[config.mk]
export PLATFORM = sky130hd
export DESIGN_NAME = psm_sequencer
export DESIGN_NICKNAME = d
export VERILOG_FILES = /design/src/rtl/psm_pkg.sv /design/src/rtl/psm_slew_limiter.sv /design/src/rtl/psm_sequencer.sv
export SDC_FILE = /design/constraint.sdc
export NUM_CORES = 1
export LEC_CHECK = 0
export ABC_CLOCK_PERIOD_IN_PS = 13420
export CELL_PAD_IN_SITES_DETAIL_PLACEMENT = 1
export CELL_PAD_IN_SITES_GLOBAL_PLACEMENT = 2
export CORE_ASPECT_RATIO = 0.9
export CORE_MARGIN = 10
export CORE_UTILIZATION = 35
export CTS_CLUSTER_DIAMETER = 50
export DETAILED_ROUTE_END_ITERATION = 10
export PLACE_DENSITY_LB_ADDON = 0.08
export SYNTH_ARGS = -nofsm -noshare
export SYNTH_HDL_FRONTEND = slang
export SYNTH_SLANG_ARGS = --single-unit
[constraint.sdc]
create_clock -name clk -period 13.42 [get_ports clk]
set_input_delay 1.342 -clock clk [delete_from_list [all_inputs] [get_ports clk]]
set_output_delay 1.342 -clock clk [all_outputs]
set_load 0.005 [all_outputs]
[src/rtl/psm_pkg.sv]
// psm_pkg: shared types and helpers for the PSM start/stop sequencer.
// State codes, data widths and sign-magnitude conversions.
package psm_pkg;

    localparam int BITS_DATA = 16;
    localparam int DT_BITS   = 7;

    typedef enum logic [2:0] {
        ST_IDLE  = 3'd0,
        ST_ARM   = 3'd1,
        ST_RAMP  = 3'd2,
        ST_RUN   = 3'd3,
        ST_STOP  = 3'd4,
        ST_FAULT = 3'd5
    } psm_state_t;

    // Negative zero folds to 0 because -0 == 0.
    function automatic logic signed [BITS_DATA:0] sm_to_tc(
        input logic [BITS_DATA-1:0] sm
    );
        logic signed [BITS_DATA:0] mag;
        mag = {2'b00, sm[BITS_DATA-2:0]};
        return sm[BITS_DATA-1] ? -mag : mag;
    endfunction

    // A negative value is never zero, so 0 always maps to 0x0000.
    function automatic logic [BITS_DATA-1:0] tc_to_sm(
        input logic signed [BITS_DATA:0] tc
    );
        logic [BITS_DATA:0] mag;
        mag = tc[BITS_DATA] ? -tc : tc;
        return {tc[BITS_DATA], mag[BITS_DATA-2:0]};
    endfunction

endpackage

[src/rtl/psm_slew_limiter.sv]
// psm_slew_limiter: tick-gated rate limiter on a signed phase word.
// Moves toward target by at most step per enable; step 0 loads directly.
module psm_slew_limiter
    import psm_pkg::*;
(
    input  logic                        clk,
    input  logic                        n_rst,
    input  logic                        clr,
    input  logic                        en,
    input  logic signed [BITS_DATA:0]   target,
    input  logic signed [BITS_DATA:0]   step,
    output logic signed [BITS_DATA:0]   cur,
    output logic signed [BITS_DATA:0]   nxt
);

    logic signed [BITS_DATA+1:0] diff;
    logic signed [BITS_DATA+1:0] adiff;
    logic signed [BITS_DATA+1:0] step_x;

    // Next value: clear, hold, snap to target, or one bounded step.
    always_comb begin
        diff   = {target[BITS_DATA], target} - {cur[BITS_DATA], cur};
        adiff  = diff[BITS_DATA+1] ? -diff : diff;
        step_x = {step[BITS_DATA], step};
        nxt    = cur;
        if (clr) begin
            nxt = '0;
        end else if (en) begin
            if (step == '0 || adiff <= step_x) begin
                nxt = target;
            end else if (diff[BITS_DATA+1]) begin
                nxt = cur - step;
            end else begin
                nxt = cur + step;
            end
        end
    end

    // Current phase register.
    always_ff @(posedge clk) begin
        if (!n_rst) begin
            cur <= '0;
        end else begin
            cur <= nxt;
        end
    end

endmodule

[src/rtl/psm_sequencer.sv]
// psm_sequencer: start/stop/fault sequencer ahead of the DAB PSM controller.
// Owns PSM reset, gate enable, phase soft-ramp and the period watchdog.
module psm_sequencer
    import psm_pkg::*;
#(
    parameter int ARM_CYCLES = 16,
    parameter int MIN_FREQ   = 8
) (
    input  logic                    clk,
    input  logic                    n_rst,
    input  logic                    iEnable,
    input  logic                    iFault,
    input  logic                    iFaultClear,
    input  logic                    iPeriodTick,
    input  logic [BITS_DATA-1:0]    iSPS,
    input  logic [BITS_DATA-1:0]    iDPS,
    input  logic [BITS_DATA-1:0]    iFREQUENCY,
    input  logic [DT_BITS-1:0]      iDEADTIME,
    input  logic [BITS_DATA-2:0]    iRampStep,
    output logic                    oPSM_rst,
    output logic                    oGateEn,
    output logic [BITS_DATA-1:0]    oSPS,
    output logic [BITS_DATA-1:0]    oDPS,
    output logic [BITS_DATA-1:0]    oFREQUENCY,
    output logic [DT_BITS-1:0]      oDEADTIME,
    output logic [2:0]              oState,
    output logic                    oRampDone,
    output logic                    oFaultLatched
);

    localparam int ARM_W = $clog2(ARM_CYCLES + 1);

    psm_state_t state;
    psm_state_t state_nxt;

    logic [ARM_W-1:0]         arm_cnt;
    logic [BITS_DATA:0]       wd_cnt;
    logic [BITS_DATA-1:0]     freq_q;
    logic [DT_BITS-1:0]       dt_q;
    logic [BITS_DATA-2:0]     half;
    logic [BITS_DATA-2:0]     sps_mag;
    logic [BITS_DATA-1:0]     dps_clip;

    logic signed [BITS_DATA:0] sps_tgt_in;
    logic signed [BITS_DATA:0] dps_tgt_in;
    logic signed [BITS_DATA:0] sps_tgt_sel;
    logic signed [BITS_DATA:0] dps_tgt_sel;
    logic signed [BITS_DATA:0] sps_tgt_q;
    logic signed [BITS_DATA:0] dps_tgt_q;
    logic signed [BITS_DATA:0] sps_tgt_d;
    logic signed [BITS_DATA:0] dps_tgt_d;
    logic signed [BITS_DATA:0] step_s;
    logic signed [BITS_DATA:0] sps_cur;
    logic signed [BITS_DATA:0] sps_nxt;
    logic signed [BITS_DATA:0] dps_cur;
    logic signed [BITS_DATA:0] dps_nxt;

    logic tgt_vld;
    logic tgt_vld_d;
    logic freq_ok;
    logic arm_last;
    logic active;
    logic active_nxt;
    logic wd_trip;
    logic fault_trip;
    logic at_tgt;
    logic at_zero;
    logic slew_en;
    logic slew_clr;
    logic ramp_done_d;

    assign freq_ok    = iFREQUENCY >= BITS_DATA'(MIN_FREQ);
    assign arm_last   = arm_cnt == ARM_W'(ARM_CYCLES - 1);
    assign active     = state inside {ST_RAMP, ST_RUN, ST_STOP};
    assign active_nxt = state_nxt inside {ST_RAMP, ST_RUN, ST_STOP};
    assign wd_trip    = active && (wd_cnt == {freq_q, 1'b0});
    assign fault_trip = iFault || wd_trip;
    assign at_tgt     = tgt_vld && (sps_cur == sps_tgt_q)
                        && (dps_cur == dps_tgt_q);
    assign at_zero    = (sps_cur == '0) && (dps_cur == '0);
    assign step_s     = {2'b00, iRampStep};
    assign oState     = state;
    assign oFREQUENCY = freq_q;
    assign oDEADTIME  = dt_q;

    // Targets: sign-magnitude to two's complement, clamped to half period.
    always_comb begin
        half     = freq_q[BITS_DATA-1:1];
        sps_mag  = (iSPS[BITS_DATA-2:0] > half) ? half : iSPS[BITS_DATA-2:0];
        dps_clip = (iDPS > {1'b0, half}) ? {1'b0, half} : iDPS;
        sps_tgt_in = sm_to_tc({iSPS[BITS_DATA-1], sps_mag});
        dps_tgt_in = {1'b0, dps_clip};
        sps_tgt_sel = (state == ST_STOP) ? '0 : sps_tgt_in;
        dps_tgt_sel = (state == ST_STOP) ? '0 : dps_tgt_in;
    end

    // Next state; a fault or watchdog trip overrides every other event.
    always_comb begin
        state_nxt = state;
        unique case (state)
            ST_IDLE:
                if (iEnable && !oFaultLatched && freq_ok)
                    state_nxt = ST_ARM;
            ST_ARM:
                if (!iEnable)      state_nxt = ST_IDLE;
                else if (arm_last) state_nxt = ST_RAMP;
            ST_RAMP:
                if (!iEnable)    state_nxt = ST_STOP;
                else if (at_tgt) state_nxt = ST_RUN;
            ST_RUN:
                if (!iEnable) state_nxt = ST_STOP;
            ST_STOP:
                if (iEnable)      state_nxt = ST_RAMP;
                else if (at_zero) state_nxt = ST_IDLE;
            ST_FAULT:
                if (iFaultClear && !iEnable && !iFault)
                    state_nxt = ST_IDLE;
            default:
                state_nxt = ST_FAULT;
        endcase
        if (fault_trip) state_nxt = ST_FAULT;
    end

    // Slew only on a tick where no transition happens this cycle.
    always_comb begin
        slew_en   = iPeriodTick && active && (state_nxt == state);
        slew_clr  = !active_nxt;
        sps_tgt_d = slew_en ? sps_tgt_in : sps_tgt_q;
        dps_tgt_d = slew_en ? dps_tgt_in : dps_tgt_q;
        tgt_vld_d = !slew_clr && (slew_en || tgt_vld);
        ramp_done_d = (state_nxt == ST_RUN) && tgt_vld_d
                      && (sps_nxt == sps_tgt_d) && (dps_nxt == dps_tgt_d);
    end

    psm_slew_limiter u_sps (
        .clk    (clk),
        .n_rst  (n_rst),
        .clr    (slew_clr),
        .en     (slew_en),
        .target (sps_tgt_sel),
        .step   (step_s),
        .cur    (sps_cur),
        .nxt    (sps_nxt)
    );

    psm_slew_limiter u_dps (
        .clk    (clk),
        .n_rst  (n_rst),
        .clr    (slew_clr),
        .en     (slew_en),
        .target (dps_tgt_sel),
        .step   (step_s),
        .cur    (dps_cur),
        .nxt    (dps_nxt)
    );

    // State register, latched settings, timers and registered outputs.
    always_ff @(posedge clk) begin
        if (!n_rst) begin
            state         <= ST_IDLE;
            arm_cnt       <= '0;
            wd_cnt        <= '0;
            freq_q        <= '0;
            dt_q          <= '0;
            sps_tgt_q     <= '0;
            dps_tgt_q     <= '0;
            tgt_vld       <= 1'b0;
            oPSM_rst      <= 1'b1;
            oGateEn       <= 1'b0;
            oSPS          <= '0;
            oDPS          <= '0;
            oRampDone     <= 1'b0;
            oFaultLatched <= 1'b0;
        end else begin
            state     <= state_nxt;
            sps_tgt_q <= sps_tgt_d;
            dps_tgt_q <= dps_tgt_d;
            tgt_vld   <= tgt_vld_d;
            if (state == ST_IDLE && state_nxt == ST_ARM) begin
                freq_q <= iFREQUENCY;
                dt_q   <= iDEADTIME;
            end
            if (state == ST_ARM && state_nxt == ST_ARM)
                arm_cnt <= arm_cnt + 1'b1;
            else
                arm_cnt <= '0;
            if (!active || iPeriodTick)
                wd_cnt <= {{BITS_DATA{1'b0}}, 1'b1};
            else
                wd_cnt <= wd_cnt + 1'b1;
            oPSM_rst      <= !active_nxt;
            oGateEn       <= active_nxt;
            oSPS          <= tc_to_sm(sps_nxt);
            oDPS          <= dps_nxt[BITS_DATA-1:0];
            oRampDone     <= ramp_done_d;
            oFaultLatched <= (state_nxt == ST_FAULT);
        end
    end

endmodule
run_1/wire_density.png
Scale bar: 50 um. The die is cut into 23 by 21 equal tiles; black is low, pale yellow is high, scaled to the fullest tile. Values are wire area over tile area, all layers added.
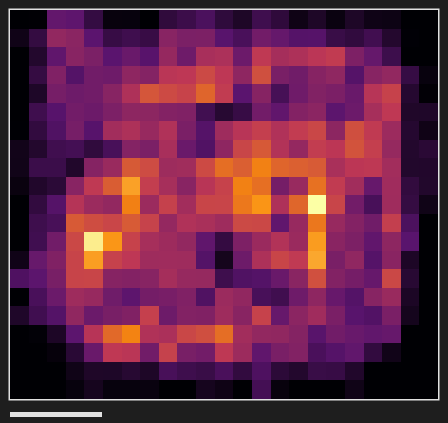
The fullest tile reaches 0.66. 11% of the tiles are nearly empty. 18% of the tiles are over half the peak. The emptiest ninth of the die: south-east. The densest ninth of the die: centre.

run_1/met2.png
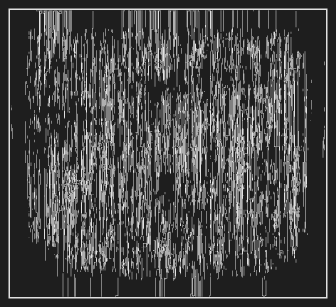
1926 nets have wire on it. The layer holds 46% of the routed length. The longest straight run is 81.4 um.

run_1/density.png
Scale bar: 50 um. The die is cut into 23 by 21 equal tiles; black is low, pale yellow is high, 0 to 100% covered.
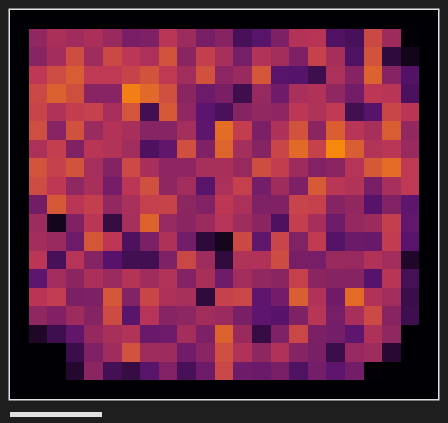
20% of the tiles are nearly empty. The densest ninth of the die: centre. The fullest tile reaches 74%. The mean over all tiles is 33%.

==> notes.org, run 1 <==
* Implementation run

** Worst setup path
- Per the STA report, the cell with the highest stage delay on the worst path is sky130_fd_sc_hd__nor4_1.
- CP startpoint :: iSPS[13]
- Looking at the reg2reg group, the worst path starts from oFREQUENCY[9].
- Worst setup path category :: input port to register
- Across all register-to-register paths, the minimum setup slack is 1.99 ns.
- On the worst path, the slowest cell contributes a delay of 0.73 ns.
- CP arrival :: 12.28 ns
- Library cell appearing most often on the critical path :: sky130_fd_sc_hd__o21ai_0
- STA classifies the critical path endpoint as a register.
- Critical path data required time :: 13.77 ns
- Crit path to :: oRampDone
- Destination of the worst register-to-register timing path :: oRampDone
- Looking at the critical path, the highest net fanout was 21.
- Setup crit start kind :: input port

** Worst hold path
- In the hold timing report, the worst path depth is 1.
- Hold path startpoint :: arm_cnt[0]

** Finish
- Clock tree cell share of total cell area :: 0.0364
- Layout net count :: 2181
- NonClk Buf Share :: 0.0940
- Fill cells :: 4931
- The fraction of cell area in sequential cells is reported as 0.163.
- There are 135 flip-flops and latches.
- Leaving out the clock tree, the finished layout contains a buffer count of 162.
- The post-route utilization of the core is recorded as 0.418.
- Final cell area excluding filler cells :: 16600 um2
- The number of antenna diodes in the final layout is 1.
- Multi-input gates :: 1542
- Area Growth Syn to Fin :: 17.3%
- The area taken by multi-input combinational cells is reported as 10600 um2.
- Of the cells placed in the final design, the portion with a size suffix greater than 1 is 0.0535.
- The library cell used most frequently in the layout, excluding fill and tap cells, is sky130_fd_sc_hd__nor2_1.
- Footprint of the flip-flops and latches :: 2700 um2
- The class occupying the most area after layout is reported as logic gates.
- Clock buf count :: 18

** Synth
- Average footprint of a synthesized cell :: 7.56 um2
- The Yosys step of the flow raised 0 warnings.
- By area the synthesized netlist is led by sky130_fd_sc_hd__dfxtp_1, sky130_fd_sc_hd__ha_1, sky130_fd_sc_hd__xnor2_1.
- The most used flip-flop cell after synthesis is sky130_fd_sc_hd__dfxtp_1.
- In the synthesized netlist, the number of instances is 1872.
- The synthesized netlist was found by Yosys to have 1872 cells.
- The number of nets handed over by synthesis was 2083.
- Counting flops and latches in the post-synthesis netlist gives 135.
- Counting flops with an async set or reset pin after synthesis yields a share of 0.
- Synth cell types :: 101
- Post-synthesis share of cell area spent on full adders, half adders and majority gates :: 0.122
- Yosys mapped a number of flops with a built-in enable equal to 0.
- Area reported by Yosys stat :: 14100 um2
- The cell type that accounts for the most area after synthesis is sky130_fd_sc_hd__dfxtp_1.
- Ranked by instance count, the synthesized netlist is headed by sky130_fd_sc_hd__nor2_1, sky130_fd_sc_hd__nand2_1, sky130_fd_sc_hd__dfxtp_1, sky130_fd_sc_hd__xnor2_1, sky130_fd_sc_hd__ha_1.
- Post-synthesis share of cell area spent on and-or and or-and gates :: 0.212
- Main logic family after synthesis :: simple AND/OR/NAND/NOR gates
- Top cell area share :: 0.191
- For this run, the register share of the synthesized area comes to 0.191.
- Post-synthesis simple-gate area fraction :: 0.240
- Dominant cell by count in the synthesized netlist :: sky130_fd_sc_hd__nor2_1

** Power
- Lkg Pwr :: 0.00683 uW
- Total power normalized to cell area comes to 133 nW/um2.
- Maximum ir drop on the vdd rail :: 0.103 mV

** STA
- Number of slew-limit violations in the final report :: 0
- The final timing report counts setup violations totalling 0.
- Slew of the pin with the lowest slew margin :: 1.02 ns
- Based on the critical path, the design can be clocked at up to 0.0838 GHz.
- Smallest setup slack after layout :: 1.49 ns
- Normalized max-slew margin :: 0.319
- Worst hold-check slack :: 0.462 ns
- Adding up every negative setup slack in the final design gives 0 ns.
- Count of endpoints failing hold in the final timing report :: 0

** Drt
- The script parses the final routing iteration and logs DRC violations as 0.
- Number of routed nets with antenna violations :: 0
- In the final routed layout, each cell accounts on average for 24.7 um.
- Wl on met1 :: 29200 um
- Via Count :: 14500
- Top routing layer in use :: met4
- Vias per Instance :: 5.75
- Per the detail_route log, met2 wirelength is 28400 um.
- The first detailed-routing pass ran for 5 iterations.
- The first routing iteration left 973 violations.

** Floorplanning
- In this run the standard cell core region covers 39700 um2.
- After floorplanning, the die was sized to cover 48900 um2.
- Number of rows created at floorplan :: 69
- Height of the die :: 211 um
- In the floorplan report the effective utilization is 0.356.
- X dimension of the die :: 232 um

** Placed design
- In this run, placement finished with an instance count of 2483.
- Placed wire-length estimate after detailed placement :: 50800 um
- RD Place Congestion :: 0.929
- Pre-CTS WS :: 1.19 ns
- Input and output buffers added on the ports amount to 137.

** Clock network
- Clock slew at the register clock pins of the worst setup and hold paths :: 0.06 ns
- Clock sinks :: 135
- In this run, post-CTS hold repair placed 0 buffers.
- Total CTS buffers :: 17
- As reported, the later end of the worst-skew pair has a clock insertion delay of 0.45 ns.
- Clock tree from TritonCTS :: yes
- The H-tree was split into 4 levels.
- Buffers added to address setup during post-CTS repair amount to 0.
- The longest clock path from root to sink contains 2 buffers.

** Global route
- Most Used Layer, Global Route :: met2
- met1 track demand over resource after global routing is 0.336.
- The first global-routing pass estimated 93400 um of wire.
- Global routing finished with a remaining overflow of 0.
- The initial antenna violation count was 0.
- For this run, global-route usage on met2 was measured as 0.399.
- Via count of the first global-routing pass :: 14800

** Status
- Run status :: completed

** Job
- Max-cap viol count :: 0
-- run 1: flip-flops by register name, summed over array words and instances (netlist names), 5 cells and up --
signal      cells
u_sps.cur      15
wd_cnt         17
oFREQUENCY     16
oDEADTIME       7
oSPS           16
arm_cnt         5
sps_tgt_q      17
dps_tgt_q      17
oDPS           15
-- run 1: worst max-delay path, delay by kind of cell --
kind                     cells  cell delay (ns)
buffers and inverters        5             1.09
AND-OR/OR-AND               26             6.31
adder cells (fa/ha/maj)      4             1.17
XOR/XNOR                     1             0.25
AND/OR/NAND/NOR              8             2.11
-- run 1: power breakdown --
part	switching, uW	total [uW]	internal [uW]
Combinational	790	1280	492
Sequential	19.1	430	411
Clock	209	493	284
run_1/met1.png
Scale bar: 50 um.
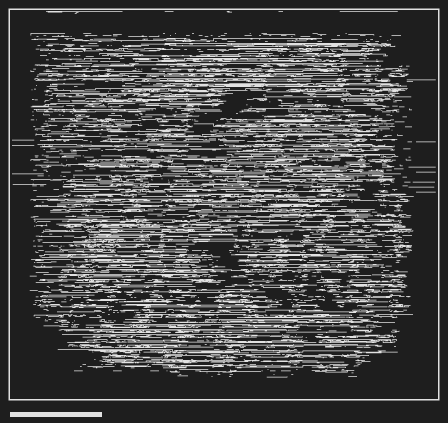

--- run 2 (diff from run 1) ---
--- a/config.mk
+++ b/config.mk
@@ -14,6 +14,7 @@
 export CTS_CLUSTER_DIAMETER = 50
 export DETAILED_ROUTE_END_ITERATION = 10
 export PLACE_DENSITY_LB_ADDON = 0.08
+export REMOVE_ABC_BUFFERS = 1
 export SYNTH_ARGS = -nofsm -noshare
 export SYNTH_HDL_FRONTEND = slang
 export SYNTH_SLANG_ARGS = --single-unit
run_2/met1.png
Scale bar: 50 um.
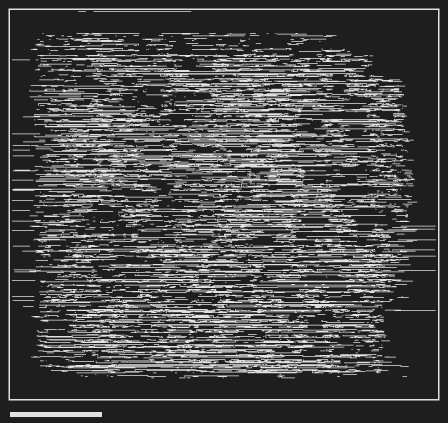
The wires run mostly horizontal. The layer holds 48% of the routed length. 2081 nets have wire on it.

run_2/density.png
Scale bar: 50 um. The die is cut into 23 by 21 equal tiles; black is low, pale yellow is high, 0 to 100% covered.
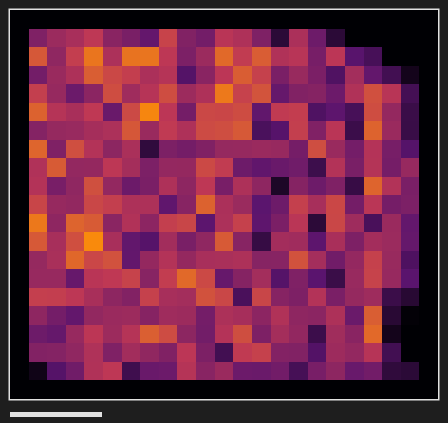
The fullest tile reaches 74%. The mean over all tiles is 33%. 19% of the tiles are nearly empty.

==> notes.org, run 2 <==
* Implementation run

** Power
- Lkg Pwr :: 0.00682 uW (-0.18%)
- Switching part of the total power :: 0.464 (+0.00225)
- The maximum VDD drop is 0.0565 mV (-45%).
- The share of total power in the clock network was 0.231 (+0.008).
- Power Dens Cells :: 136 nW/um2 (+2.2%)
- Reported net switching power :: 1050 uW (+2.8%)
- The internal portion of total power is 1210 uW (+1.8%).
- The combinational group share of total power was 0.579 (-0.002).
- The share of power burned in registers came to 0.190 (-0.005).

** Floorplanning
- The die width was 232 um (unchanged).
- The area of the die was 48900 um2 (unchanged).
- The total core area was 39700 um2 (unchanged).
- Height of the die :: 211 um (unchanged)
- Initial cell density of the core :: 0.356 (unchanged)
- Number of rows created at floorplan :: 69 (unchanged)
- Tap cell count :: 532

** Drt
- Wire length on met2 :: 27300 um (-3.8%)
- The count of routing violations after the opening detailed-route iteration is 1081 (+11%).
- Number of remaining DRC errors :: 0 (unchanged)
- Detailed Routing Iterations Pass 1 :: 5 (unchanged)
- After detailed routing, the met3 layer carries 4580 um of wire.
- The average via count per standard cell is 5.79 (+0.72%).
- The met1 routed wirelength after detailed routing is 30700 um (+5.2%).
- WL/cell :: 25.7 um (+4.0%)
- Signal nets in the final route climb as high as met5.
- The total number of vias was 14600 (+0.64%).
- Number of routed nets with antenna violations :: 0 (unchanged)

** Global route
- Met1 layer usage reported by global route :: 0.355 (+0.0194)
- The initial antenna violation count is 2 (+2).
- In the global route stage, overall resource usage came out at 0.258.
- Global-route wire length before repair :: 95500 um (+2.3%)
- Global routing met2 resource utilization :: 0.385 (-0.0137)
- Maximum number of pins on one net before global-route repair :: 82
- Most Used Layer, Global Route :: met2
- Overflow left after global routing :: 0 (unchanged)
- Met3 track demand over resource :: 0.0620
- The via count of the first global-routing pass is 14500 (-2.1%).

** Finish
- Max-area cell class :: logic gates
- The sequential cell count was 135 (unchanged).
- Top Layout Cells :: sky130_fd_sc_hd__nor2_1, sky130_fd_sc_hd__nand2_1, sky130_fd_sc_hd__clkdlybuf4s50_1, sky130_fd_sc_hd__xnor2_1, sky130_fd_sc_hd__dfxtp_1
- The share of the final layout cell area in sequential cells came to 0.163 (about the same).
- The count of nets after finishing came to 2179 (-0.092%).
- The number of antenna repair diodes is 1 (unchanged).
- Most used logic cell in the final layout :: sky130_fd_sc_hd__nor2_1
- The registers reported with the highest flop counts are dps_tgt_q (17), sps_tgt_q (17), wd_cnt (17).
- The non-clock buffering overhead in the final layout was 0.0929 (-0.00109).
- The fill cell total of the finished layout is 4922 (-0.18%).
- Final cell area excluding filler cells :: 16600 um2 (about the same)
- Number of signal-net inverters in the final layout :: 112
- Footprint of the flip-flops and latches :: 2700 um2 (unchanged)
- Non-clock buffers :: 160 (-1.2%)
- Per the layout area report, the combinational fraction of cell area is 0.641.
- Excluding fillers, the count of instances in the completed layout stands at 2514.
- The clock tree cell share of total cell area is 0.0378 (+0.00142).
- Clock buf count :: 18 (unchanged)
- Post-route core utilization :: 0.418 (about the same)
- Area Growth Syn to Fin :: 17.3% (about the same)
- The multi-input logic area was 10600 um2 (unchanged).
- The proportion of layout cells with a drive suffix above 1 came to 0.0520 (-0.00146).
- Multi-input gates :: 1542 (unchanged)

** Synth
- The compound-gate portion of the synthesized area was 0.212 (unchanged).
- Most numerous cell types in the synthesized netlist :: sky130_fd_sc_hd__nor2_1, sky130_fd_sc_hd__nand2_1, sky130_fd_sc_hd__dfxtp_1, sky130_fd_sc_hd__xnor2_1, sky130_fd_sc_hd__ha_1
- The synthesized-area fraction occupied by adder cells came to 0.122 (unchanged).
- The post-synthesis chip area from yosys was 14100 um2 (unchanged).
- Cell accounting for the most synthesized area :: sky130_fd_sc_hd__dfxtp_1
- Yosys shows that the main logic family after synthesis is simple AND/OR/NAND/NOR gates.
- The number of warning messages in the yosys log was 0 (unchanged).
- Average footprint of a synthesized cell :: 7.56 um2 (unchanged)
- Post-synth EDFFs :: 0 (unchanged)
- Primary flip-flop cell chosen by synthesis mapping :: sky130_fd_sc_hd__dfxtp_1
- Total cells reported by yosys after synthesis :: 1872 (unchanged)
- The number of instances in the synthesized netlist is 1872 (unchanged).
- Dominant cell by count in the synthesized netlist :: sky130_fd_sc_hd__nor2_1
- Top cell area share :: 0.191 (unchanged)
- Flip-flop and latch count after synthesis :: 135 (unchanged)
- Post-synth area hogs :: sky130_fd_sc_hd__dfxtp_1, sky130_fd_sc_hd__ha_1, sky130_fd_sc_hd__xnor2_1
- Post-synthesis simple-gate area fraction :: 0.240 (unchanged)
- Fraction of synthesis flops using an asynchronous set or reset pin :: 0 (unchanged)
- The sequential fraction of the synthesis area was 0.191 (unchanged).
- The number of distinct standard cells referenced by the synthesized netlist is 101 (unchanged).

** Clock network
- The clock buffer count from CTS came to 17 (unchanged).
- The later-pin clock latency in the skew report was 0.44 ns (about the same).
- Clock tree from TritonCTS :: yes
- The clock sink total was 135 (unchanged).
- The maximum buffer depth of the clock tree is 2 (unchanged).
- The number of buffers added for setup after CTS came to 0 (unchanged).
- The count of hold-fix buffers inserted at cts was 0 (unchanged).
- The tree is rooted in a sky130_fd_sc_hd__clkbuf_16.
- The H-tree depth came to 4 (unchanged).
- The register clock-pin slew on the reported worst setup and hold paths is 0.07 ns (about the same).

** Worst setup path
- Highest cell delay on the worst timing path :: 0.74 ns (about the same)
- The worst setup path is of the input port to register kind.
- Capturing element type of the critical path :: register
- The required arrival time at the worst endpoint was 13.75 ns (-0.02 ns).
- Library cell appearing most often on the critical path :: sky130_fd_sc_hd__ha_1
- Critical path peak fanout :: 13 (-38%)
- CP arrival :: 12.37 ns (+0.09 ns)
- Buffering stage count on the worst path with inverters included :: 2 (-3)
- Minimum setup slack among reg-to-reg paths :: 1.96 ns (-0.03 ns)
- STA classifies the critical path startpoint as an input port.
- Broken down by cell family, the worst path's largest delay share belongs to AND-OR/OR-AND gates.
- Slowest CP cell :: sky130_fd_sc_hd__nor4_1

** Placed design
- Cells after DPL :: 2480 (-0.12%)
- The final RePlAce weighted congestion is 0.937 (+0.92%).
- The worst slack at placement was 1.18 ns (-0.0120 ns).
- The half-perimeter wire length after placement was 52600 um (+3.5%).
- The number of buffers inserted by port buffering is 137 (unchanged).

** STA
- Normalized max-slew margin :: 0.198 (-0.121)
- Worst hold-check slack :: 0.454 ns (-0.00708 ns)
- Final-report setup violation count :: 0 (unchanged)
- Smallest setup slack after layout :: 1.39 ns (-0.101 ns)
- Number of slew-limit violations in the final report :: 0 (unchanged)
- The total negative slack came to 0 ns (unchanged).
- The highest achievable clock rate was 0.0831 GHz (-0.84%).
- Count of endpoints failing hold in the final timing report :: 0 (unchanged)
- The transition at the pin with the smallest max-transition slack came to 1.20 ns (+0.181 ns).

** Job
- The reported max-cap violation count is 0 (unchanged).
- Tool warnings :: 25

** Worst hold path
- The worst hold path belongs to the class register to register.

** Status
- The flow ran to the end, and the final reports show no timing, DRC or antenna violations.
-- run 2: power by group through the flow --
stage / Clock, uW / Sequential, uW / Combinational [uW]
floorplan: 0 / 431 / 868
global route: 545 / 431 / 1420
finish: 520 / 430 / 1310
CTS: 532 / 430 / 1280
global placement: 0 / 438 / 1260
detailed placement: 0 / 438 / 1270
-- run 2: worst paths after layout --
kind | from | end | cells past startpoint
hold / removal | arm_cnt[0] | arm_cnt[0] | 1
setup / recovery | iSPS[4] | oSPS[12] | 39
setup reg to reg | oFREQUENCY[5] | oSPS[12] | 39
hold reg to reg | arm_cnt[0] | arm_cnt[0] | 1
Power and IR drop assume default switching activity.
